Fig. 1: run 1, cell outlines without signal wires
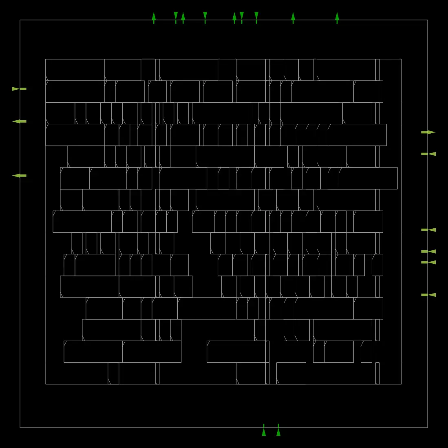
Fig. 2: run 1, cell sizes after repair
Bar = 20 um.
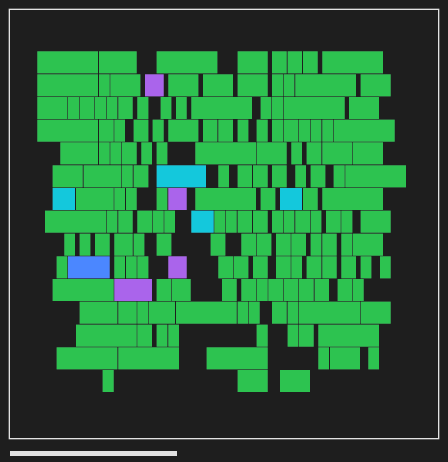
Fig. 3: run 1, clock distribution
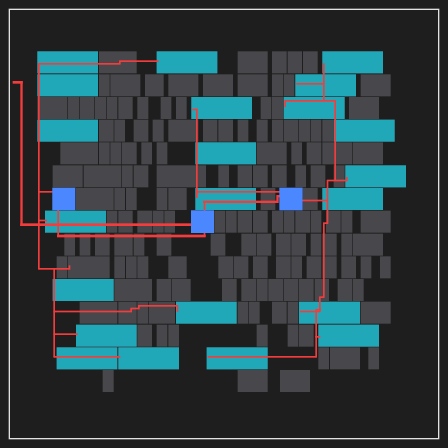
**src/rtl/shift_serializer.sv**
```systemverilog
// Transmit end of the serial shift link: accepts a parallel word on valid/ready and
// shifts it out on sdo while driving the far-end shift register mode. Option: SHIFT_SERIALIZER_PARITY_EN.
module shift_serializer #(
  parameter int WIDTH      = 8,
  parameter int GAP_CYCLES = 1
) (
  input  logic             clock,
  input  logic             reset,
  input  logic [WIDTH-1:0] tx_data,
  input  logic             tx_valid,
  input  logic             dir,
  output logic             tx_ready,
  output logic             sdo,
  output logic             sframe,
  output logic [1:0]       mode,
  output logic             done,
  output logic [1:0]       state_dbg
);

  localparam int CW = $clog2(WIDTH + 1);
  localparam int GW = (GAP_CYCLES < 2) ? 1 : $clog2(GAP_CYCLES + 1);

  // Handshake: a word is taken at a rising edge where tx_valid and tx_ready are both 1;
  // the source must hold tx_data/dir stable until then, and nothing is sampled otherwise.
  typedef enum logic [1:0] {IDLE = 2'd0, SHIFT = 2'd1, PARITY = 2'd2, GAP = 2'd3} state_t;

  state_t           state, state_n;
  logic [CW-1:0]    cnt, cnt_n;
  logic [GW-1:0]    gap_cnt, gap_n;
  logic [WIDTH-1:0] shreg, shreg_n;
  logic             dir_q, dir_n;
  logic             par_q, par_n;
  logic             ready_n, sdo_n, sframe_n, done_n;
  logic [1:0]       mode_n;
  logic             finish;

  assign state_dbg = state;

  always_comb begin
    state_n  = state;
    cnt_n    = cnt;
    gap_n    = gap_cnt;
    shreg_n  = shreg;
    dir_n    = dir_q;
    par_n    = par_q;
    ready_n  = 1'b0;
    sdo_n    = 1'b0;
    sframe_n = 1'b0;
    mode_n   = 2'b00;
    done_n   = 1'b0;
    finish   = 1'b0;

    case (state)
      IDLE: begin
        ready_n = 1'b1;
        if (tx_valid && tx_ready) begin
          // Outputs are registered, so the first bit is loaded straight from tx_data.
          shreg_n  = tx_data;
          dir_n    = dir;
          par_n    = ^tx_data;
          cnt_n    = '0;
          state_n  = SHIFT;
          ready_n  = 1'b0;
          sframe_n = 1'b1;
          mode_n   = dir ? 2'b01 : 2'b10;
          sdo_n    = dir ? tx_data[0] : tx_data[WIDTH-1];
        end
      end
      SHIFT: begin
        if (cnt == CW'(WIDTH - 1)) begin
`ifdef SHIFT_SERIALIZER_PARITY_EN
          state_n  = PARITY;
          sframe_n = 1'b1;
          sdo_n    = par_q;
`else
          finish   = 1'b1;
`endif
        end else begin
          cnt_n    = cnt + 1'b1;
          shreg_n  = dir_q ? (shreg >> 1) : (shreg << 1);
          sdo_n    = dir_q ? shreg[1] : shreg[WIDTH-2];
          sframe_n = 1'b1;
          mode_n   = dir_q ? 2'b01 : 2'b10;
        end
      end
      PARITY: finish = 1'b1;
      GAP: begin
        // The done cycle is the first GAP cycle; GAP_CYCLES idle cycles follow it.
        if (gap_cnt == GW'(GAP_CYCLES)) begin
          state_n = IDLE;
          ready_n = 1'b1;
        end else begin
          gap_n = gap_cnt + 1'b1;
        end
      end
      default: state_n = IDLE;
    endcase

    if (finish) begin
      done_n = 1'b1;
      cnt_n  = '0;
      gap_n  = '0;
      if (GAP_CYCLES > 0) begin
        state_n = GAP;
        ready_n = 1'b0;
      end else begin
        state_n = IDLE;
        ready_n = 1'b1;
      end
    end
  end

  always_ff @(posedge clock) begin
    if (!reset) begin
      state    <= IDLE;
      cnt      <= '0;
      gap_cnt  <= '0;
      shreg    <= '0;
      dir_q    <= 1'b0;
      par_q    <= 1'b0;
      tx_ready <= 1'b1;
      sdo      <= 1'b0;
      sframe   <= 1'b0;
      mode     <= 2'b00;
      done     <= 1'b0;
    end else begin
      state    <= state_n;
      cnt      <= cnt_n;
      gap_cnt  <= gap_n;
      shreg    <= shreg_n;
      dir_q    <= dir_n;
      par_q    <= par_n;
      tx_ready <= ready_n;
      sdo      <= sdo_n;
      sframe   <= sframe_n;
      mode     <= mode_n;
      done     <= done_n;
    end
  end

endmodule
```
**config.mk**
```make
export PLATFORM = sky130hd
export DESIGN_NAME = shift_serializer
export DESIGN_NICKNAME = d
export VERILOG_FILES = /design/src/rtl/shift_serializer.sv
export SDC_FILE = /design/constraint.sdc
export NUM_CORES = 1
export LEC_CHECK = 0
export ABC_AREA = 1
export CAP_MARGIN = 20
export CORE_MARGIN = 3
export CORE_UTILIZATION = 55
export DETAILED_ROUTE_END_ITERATION = 10
export PLACE_DENSITY = 0.93
export SYNTH_ARGS = -nofsm -noshare
export SYNTH_HDL_FRONTEND = slang
export SYNTH_SLANG_ARGS = --single-unit
```
**constraint.sdc**
```tcl
create_clock -name clock -period 2.8 [get_ports clock]
set_input_delay 0.42 -clock clock [delete_from_list [all_inputs] [get_ports clock]]
set_output_delay 0.42 -clock clock [all_outputs]
set_load 0.01 [all_outputs]
```
==> impl_metrics.toml, run 1 <==
# flow metrics
[status]
status = "finished clean"

[route]
drcViolationCount = 0
dr.first_iter.drc_count = 40
routedWlPerCell_um = 12.3
num_vias = 1099

[finish]
fin_nets = 193
syn2layout_area_growth_pct = 19.1
seq_area_um2 = 440
nFillCells = 143
layout-drive-gt1-share_pct = 5.14
largest_register_ffs = 8
seq_cell_count = 22
lay_top_cells = "nand2_1, nor2_1, dfxtp_1, a21oi_1, clkdlybuf4s50_1"
n_all_inverters = 14

[die]
floorplan.core_util_pct = 61.6
die_h_um = 51.1
core-area_um2 = 1820
nWellTaps = 25

[setup_path]
startpoint_type = "flip-flop"
cp-endpoint = "cnt[0]$_SDFFE_PP0P_"
reg2reg_slack_ns = 0.77
crit_path_max_fanout = 17
path_delay_family = "simple AND/OR/NAND/NOR gates"
cp_data_required_time_ns = 3.01

[cts]
clk_latency_ns = 0.31
cts_num_sinks = 22
postCtsSetupBuffers = 0
h-tree-depth = 1
hold_buffers = 0

[power]
vdd_ir_drop_max_mv = 0.507
p_switching_mw = 0.239
seqPwrFrac_pct = 49.9
pg_clk_mw = 0.174
p_per_area_nw_per_um2 = 564

[logic_synthesis]
synth_seq_share_pct = 39.3
yosys_register_bits = 22
top_cell_area_share_pct = 39.3

[sta]
fin_crit_sh_pct = 72.4
final.min_clock_period_ns = 2.03
fin_skew_ns = 0.00545
fmax_mhz = 493
worst_slack_ns = 0.773
setup_viol = 0
rsz0062_at_grt = "false"

[place]
numPlacedInstances = 196

[global_routing]
grt_pass1_wl_mm = 4.12
grt_pass1_vias = 975
grtUsageMet1_pct = 25.3
About Fig. 1:
Final Non-Filler Cells: 200
row count: 15

About Fig. 2:
legend:
  _2 cells:
    color: purple
    cells: 4
    share: 2.3%
  _6 and larger:
    color: blue
    cells: 1
    share: 0.57%
    most_used: clkbuf_8
  _0 and _1 cells:
    color: green
    cells: 166
    share: 95%
    most_used: nand2_1
  _3 and _4 cells:
    color: cyan
    cells: 4
    share: 2.3%
    most_used: clkbuf_4

About Fig. 3:
legend:
  clock wires:
    color: red
    length: 252 um
  flip-flops:
    color: cyan
    count: 22
  clock drivers:
    color: blue
    count: 3
flops lie: spread over the die
routed clock nets: 4

==> inputs of run 2 (changes only) <==
Settings changed: CORE_UTILIZATION 55 to 51, PLACE_DENSITY 0.93 to 0.88.
Clock period 2.8 ns to 1.94 ns, I/O delays scaled along.
Fig. 4: run 2, wire density map
The die is cut into 11 by 11 equal tiles; dark blue is low, red is high, scaled to the fullest tile. Values are wire area over tile area, all layers added.
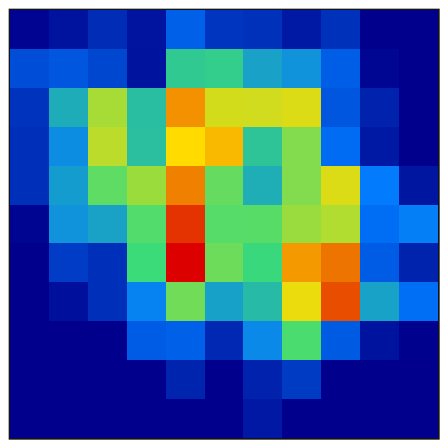
fullest tile: 0.55
emptiest ninth of the die: bottom left
nearly empty tiles: 26%
tiles over half the peak: 24%
mean over tiles: 0.15
densest ninth of the die: middle

Fig. 5: run 2, sequential cells grouped by signal name
Bar = 20 um. Other sequential cells in the stronger gray, the rest of the logic in the fainter gray.
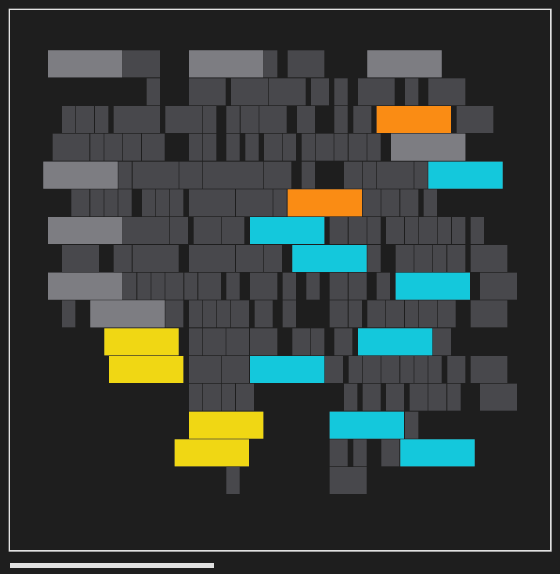
legend:
  cnt:
    color: yellow
    flops: 4
  shreg:
    color: cyan
    flops: 8
  mode:
    color: orange
    flops: 2
not colored: 8

==> run 2 against run 1 <==
  * Sequential power is 44% higher
  * Die area is 6.9% higher
  * Clock-buffer cell count is 1 lower
  * Cell area is 1.4% higher
  * Clock power is 15% higher
  * Critical path type unchanged
==> impl_metrics.toml, run 2 <==
# flow metrics
[global_routing]
grt_pass1_wl_mm = 4.28
grtUsageMet1_pct = 24.0
grt_pass1_vias = 1041
met3_usage_pct = 2.82

[logic_synthesis]
synthArstFlopShare_pct = 0
top_cell_area_share_pct = 39.3
topCellsByArea = "dfxtp_1, nand2_1, a21oi_1"
synth_seq_share_pct = 39.3
xor_share_pct = 0.781
yosys_register_bits = 22

[setup_path]
path_delay_family = "buffers and inverters"
reg2reg_slack_ns = 0.35
cp_data_required_time_ns = 2.18
crit_path_max_fanout = 15
cp-endpoint = "cnt[2]$_SDFFE_PP0P_"
startpoint_type = "flip-flop"

[cts]
postCtsSetupBuffers = 0
hold_buffers = 0
h-tree-depth = 1
cts_num_sinks = 22

[die]
die_h_um = 52.9
floorplan.core_util_pct = 55.4
nWellTaps = 27
core-area_um2 = 2020
fp-row-count = 16

[finish]
lay_top_cells = "nand2_1, nor2_1, dfxtp_1, a21oi_1, clkdlybuf4s50_1"
n_all_inverters = 14
seq_area_um2 = 440
final-instance-count-excl-fill = 205
nFillCells = 165
fin_nets = 197
seq_cell_count = 22
syn2layout_area_growth_pct = 20.8

[place]
numPlacedInstances = 202

[sta]
rsz0062_at_grt = "false"
tightest_slew_ns = 0.320
fin_crit_sh_pct = 81.9
fin_skew_ns = 0.00232
fmax_mhz = 630
worst_slack_ns = 0.352
setup_viol = 0
final.min_clock_period_ns = 1.59

[power]
pg_clk_mw = 0.200
p_per_area_nw_per_um2 = 774
seqPwrFrac_pct = 51.8
vdd_ir_drop_max_mv = 0.583

[route]
drcViolationCount = 0
routedWlPerCell_um = 12.6
dr.first_iter.drc_count = 38

[status]
status = "finished clean"
Fig. 6: run 2, clock distribution
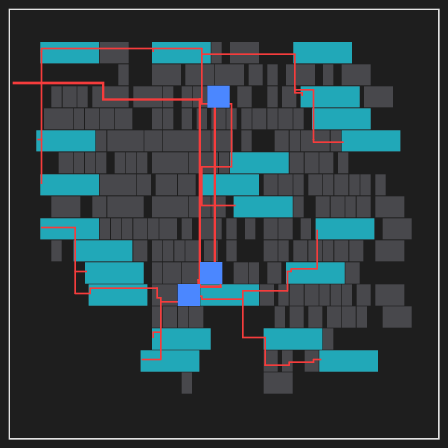
legend:
  clock wires:
    color: red
    length: 264 um
  clock drivers:
    color: blue
    count: 3
  flip-flops:
    color: cyan
    count: 22
flops lie: spread over the die

Power figures rest on the tool's default switching activity, not on a simulated workload.
